### Wires at chosen ports, followed through buffers, run 1

The bar under the picture is 50 um long.
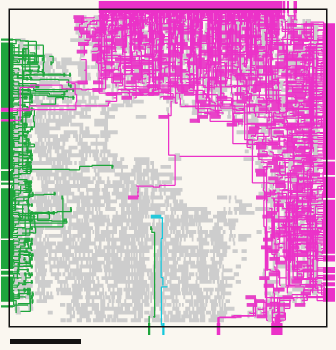
### Cell placement, run 1

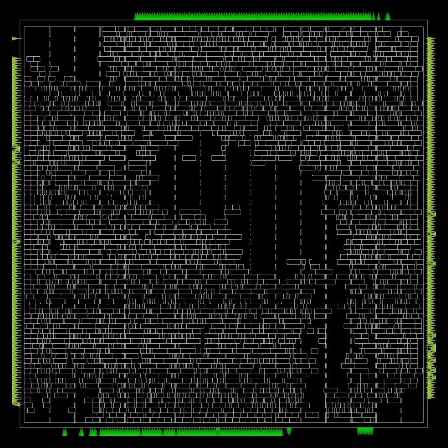
### Sequential cells colored by netlist name, run 1

The bar under the picture is 50 um long. Other sequential cells in the stronger gray, the rest of the logic in the fainter gray.
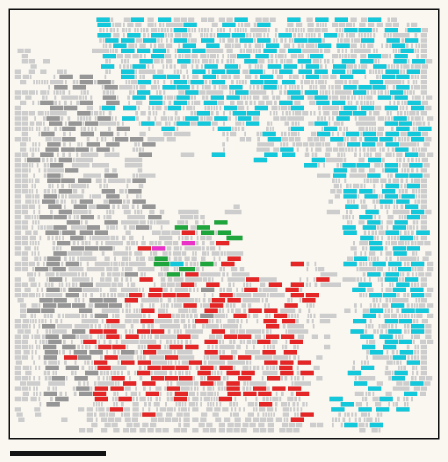
==> config.mk <==
export PLATFORM = sky130hd
export DESIGN_NAME = acorn128_init
export DESIGN_NICKNAME = d
export VERILOG_FILES = /design/src/rtl/acorn128_pkg.sv /design/src/rtl/acorn128_step_comb.sv /design/src/rtl/acorn128_init.sv
export SDC_FILE = /design/constraint.sdc
export NUM_CORES = 1
export LEC_CHECK = 0
export CAP_MARGIN = 20
export CORE_MARGIN = 2
export CORE_UTILIZATION = 50
export DETAILED_ROUTE_END_ITERATION = 12
export PLACE_DENSITY = 0.8
export SYNTH_ARGS = -nofsm -noshare
export SYNTH_HDL_FRONTEND = slang
export SYNTH_SLANG_ARGS = --single-unit
==> constraint.sdc <==
create_clock -name clk -period 2.9 [get_ports clk]
set_input_delay 0.725 -clock clk [delete_from_list [all_inputs] [get_ports clk]]
set_output_delay 0.725 -clock clk [all_outputs]
set_load 0.02 [all_outputs]
==> deck_impl_summary.md, run 1 <==
Implementation Results

Synthesis
  • Ys async rst share: 0
  • Yosys Instances: 2970
  • Synth Instances: around 3000
  • Most common cell in the netlist: nand2_1
  • Yosys Warn Count: 0
  • Synth top area share: 0.4655
  • Yosys xor share: 0.01085
  • Synth cell count leaders: nand2_1 (1119), dfxtp_1 (563), a21oi_1 (558)
  • Area fraction in mux cells: 0.06610
  • Post-Syn Nets: 3232
  • Synth Area per Inst: between 8 and 9 um^2
  • Yosys chip area: 24210 um^2

GRT
  • Vias in the first global route: between 15000 and 20000
  • GRT overflow: 0
  • Global-route usage over all layers: 0.2753
  • First-pass GRT wire length: 108100 um
  • Met1 usage: 0.3273
  • Largest net degree at the start of global routing: roughly 210
  • GRT met2 Usage: 0.4587
  • Busiest grt layer: met2

Power
  • Total power: approximately 17000 uW
  • Combinational cell fraction of total power: 0.089
  • Clock-net power: 7540 uW
  • Leakage: around 0.01 uW
  • Clock share of power: 0.439
  • Pwr top: sequential cells
  • Internal power: approximately 13000 uW

Timing
  • Fmax: between 300 and 400 MHz
  • Period utilization: 0.9499
  • Worst slew margin: 0.3101
  • Final WS setup: 145.3 ps
  • Final Skew: 23.79 ps

Worst setup path
  • Worst Setup Start Kind: flop
  • Crit path required time: ~3400 ps
  • Critical Path AT: between 3000 and 4000 ps
  • Worst reg2reg setup slack: 150 ps
  • CP Max Fanout: 22

Run
  • Tool Warnings: 39
  • Max Cap Viol: 0

Layout
  • Fin area: between 20000 and 30000 um^2
  • Fraction of layout cells with a size suffix above 1: 0.06537
  • Most frequent cells in the layout: nand2_1 (1119), dfxtp_1 (560), a21oi_1 (558)
  • P&R area growth vs syn: 23.42%
  • Most frequent logic cell in the layout: nand2_1
  • Final Util: 0.6258
  • Final Non-Filler Cells: between 3000 and 4000
  • NumNets Final: about 3400

Drt
  • Post-DRT Antenna Nets: 0
  • DRC errors left: 0
  • WL met2: roughly 34000 um
  • Initial DRC Count: approximately 1900
  • Wl on met1: approximately 28000 um
  • DR WL/cell: around 19 um

Placed design
  • Placed insts: ~3700
  • Placed cell area: 27870 um^2

Clock tree
  • Post-CTS Hold Buffers: 0
  • CTS Sinks: 563

Outcome
  • Status: completed

Floorplan
  • Chip area: 50200 um^2
About 'Wires at chosen ports, followed through buffers':
magenta -> `state_out`  # direction output, edge 145 north, 135 east, 10 south, 3 west, end cells 293, buffers 293, wire 16100 um
cyan -> `done`  # direction output, edge south, end cells 1, buffers 1, wire 84.0 um
green -> `iv_in`  # direction input, edge 127 west, 1 south, end cells 128, buffers 128, wire 2760 um
IO Pins: 558
number of port buffers: 556

About 'Cell placement':
# Taps: 615
Flops: 563
CORE AREA: 47750 um^2

About 'Sequential cells colored by netlist name':
magenta -> `r_fsm`  # sequential cells 2
green -> `r_cnt`  # sequential cells 11, where center
red -> `r_key`  # sequential cells 128
cyan -> `state_out`  # sequential cells 293
Seq. pwr: 8110 uW
Sequential Area: 11280 um^2

==> run 1: area by class of cell <==
cell class,count,area (um^2),share of cell area
sequential,563,11280,0.3776
clock inverter,21,280.3,0.009379
timing repair buffer,612,6186,0.2070
clock buffer,83,1654,0.05536
multi-input combinational,1898,9681,0.3240
antenna,1,2.502,0.00008374
inverter,5,26.28,0.0008793
tap,615,769.5,0.02575
==> run 1: worst max-delay path, cell delays in order, from the launching register on <==
cell and delay [ps]:
dfxtp_4 500, buf_12 240, mux4_2 520, nand2_1 90, a21oi_1 70, a311o_1 360
nor4_2 370, nor4_2 80, xnor2_1 230, a211oi_2 100
### Supply network, run 1

The bar under the picture is 50 um long. Pins as bars on the die edge. Tap cells in gray.
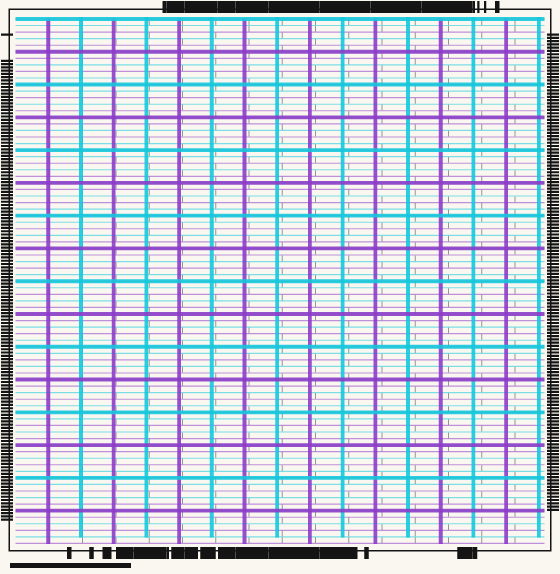

--- run 2 (diff from run 1) ---
ABC_AREA = 1   (was not set)
clock period = 2.74 ns   (was 2.9 ns; I/O delays follow)
### Supply network, run 2

The bar under the picture is 50 um long. Pins as bars on the die edge. Tap cells in gray.
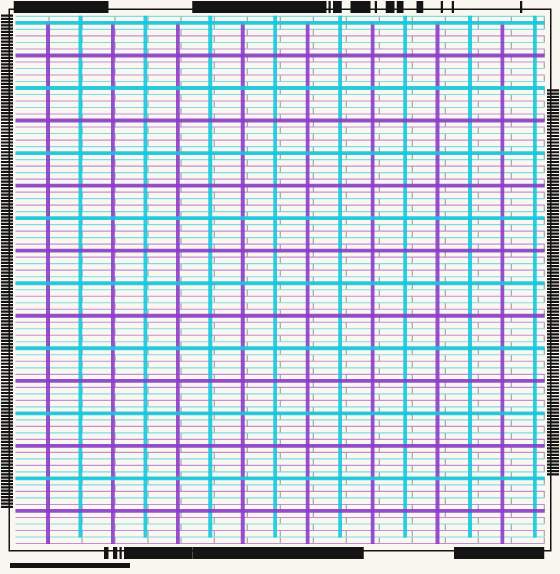
purple -> VSS
cyan -> VDD
met4 straps = 16
rows = 81
signal pins = 558
met5 straps = 16
met1 rails = 82
peak supply drop: 0.5190 mV
CORE AREA: 48750 um^2

### Wires at chosen ports, followed through buffers, run 2

The bar under the picture is 50 um long.
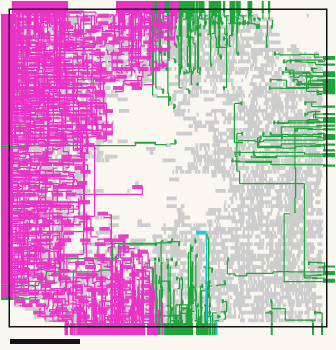
cyan -> `done`  # direction output, edge south, end cells 1, buffers 1, wire 70.8 um
magenta -> `state_out`  # direction output, edge 147 west, 81 north, 65 south, end cells 293, buffers 294, wire 17100 um
green -> `iv_in`  # direction input, edge 50 north, 41 south, 34 east, 3 west, end cells 128, buffers 128, wire 5020 um

==> deck_impl_summary.md, run 2 <==
Implementation Results

Timing
  • Worst slew margin: 0.4227 (was 0.3101)
  • Fmax: between 300 and 400 MHz
  • TNS Setup: 0 ps (unchanged)
  • Period utilization: 0.9540
  • Hold slack: 389.5 ps (was 451.5 ps)
  • Final WS setup: 126.1 ps (was 145.3 ps)
  • Final Skew: 22.86 ps (was 23.79 ps)

Layout
  • Final Util: 0.6242 (was 0.6258)
  • NumNets Final: 3761 (was 3398)
  • Fraction of layout cells with a size suffix above 1: 0.04258 (was 0.06537)
  • Most frequent logic cell in the layout: nand2_1 (unchanged)
  • P&R area growth vs syn: 23.78% (was 23.42%)
  • Most frequent cells in the layout: nand2_1 (1005), dfxtp_1 (561), clkdlybuf4s50_1 (554) (was nand2_1 (1119), dfxtp_1 (560), a21oi_1 (558))
  • Fin area: 30430 um^2 (was 29880 um^2)
  • Final Non-Filler Cells: 4214 (was 3798)

Drt
  • Wl on met1: 30280 um (was 27700 um)
  • Initial DRC Count: 1959 (was 1887)
  • Post-DRT Antenna Nets: 0 (unchanged)
  • WL met2: 33490 um (was 34320 um)
  • Post-Route WL: 72920 um (was 72450 um)
  • DR WL/cell: 17.30 um (was 19.08 um)

Placed design
  • Placed insts: 4104 (was 3688)
  • Number of port buffers: 556 (unchanged)

Power
  • Pwr top: sequential cells (unchanged)
  • Total power: 18680 uW (was 17180 uW)
  • Combinational cell fraction of total power: 0.112 (was 0.089)
  • Seq. pwr: 8600 uW (was 8110 uW)
  • Clock share of power: 0.427 (was 0.439)
  • Sequential power share: 0.460 (was 0.472)
  • Clock-net power: 7980 uW (was 7540 uW)
  • Internal power: 13940 uW (was 13100 uW)

Synthesis
  • Synth Area per Inst: 7.311 um^2 (was 8.152 um^2)
  • Synth Instances: 3362 (was 2970)
  • Synth Cell Area: 24580 um^2 (was 24210 um^2)
  • Synth top area share: 0.4585 (was 0.4655)
  • Yosys Warn Count: 0 (unchanged)
  • Yosys Instances: 3362 (was 2970)
  • Most common cell in the netlist: nand2_1 (unchanged)
  • Post-Syn Nets: 3624 (was 3232)
  • Area fraction in mux cells: 0 (was 0.06610)
  • Synth cell count leaders: nand2_1 (1006), dfxtp_1 (563), a21oi_1 (407) (was nand2_1 (1119), dfxtp_1 (563), a21oi_1 (558))

GRT
  • GRT overflow: 0 (unchanged)
  • Busiest grt layer: met2 (unchanged)
  • Largest net degree at the start of global routing: 199 (was 210)
  • Global-route usage over all layers: 0.2756 (was 0.2753)
  • GRT met2 Usage: 0.4425 (was 0.4587)
  • Vias in the first global route: 20130 (was 19440)
  • Met1 usage: 0.3464 (was 0.3273)

Outcome
  • Status: completed (unchanged)

Worst setup path
  • Cell family with most CP delay: buffers and inverters (was simple AND/OR/NAND/NOR gates)
  • Critical-path cell list: clkdlybuf4s50_1 (was buf_12 -> mux4_2 -> nand2_1 -> a21oi_1 -> a311o_1 -> nor4_2 -> nor4_2 -> xnor2_1 -> a211oi_2)
  • WP buf/inv: 1 (unchanged)
  • Crit Path Class: reg -> out (was reg -> reg)
  • Worst reg2reg setup slack: 370 ps (was 150 ps)
  • CP Max Fanout: 5 (was 22)
  • Crit path required time: 2060 ps (was 3350 ps)
  • Worst Setup Start Kind: flop (unchanged)
  • Slowest CP cell: clkdlybuf4s50_1 (was mux4_2)
  • Number of cells on the critical path: 1 (was 9)

Clock tree
  • Post-CTS Hold Buffers: 0 (unchanged)
  • CTS Sinks: 563 (unchanged)

Run
  • Tool Warnings: 45 (was 39)
  • Max Cap Viol: 0 (unchanged)

Floorplan
  • Chip area: 50950 um^2 (was 50200 um^2)
  • IO Pins: 558 (unchanged)
[run 2: cell types whose count changed in the layout (fill, tap and decap cells not counted), sizes merged, moves of 44 or more]
cell and change:
o21ai +44, a211oi +177, a21oi -151, nand2 -113
inv +213, nor2 +185, mux4 -58, nand3 +140
[run 2: layout make-up]
type / count / area (um^2) / share of cell area
well taps: 664 / 830.8 / 0.02730
repair buffers: 599 / 6141 / 0.2018
clock buffers: 83 / 1634 / 0.05371
clock inverters: 23 / 282.8 / 0.009294
diodes: 4 / 10.01 / 0.0003290
inverters: 219 / 838.3 / 0.02755
flip-flops and latches: 563 / 11280 / 0.3707
multi-input cells: 2059 / 9412 / 0.3093
Power and IR drop assume default switching activity.
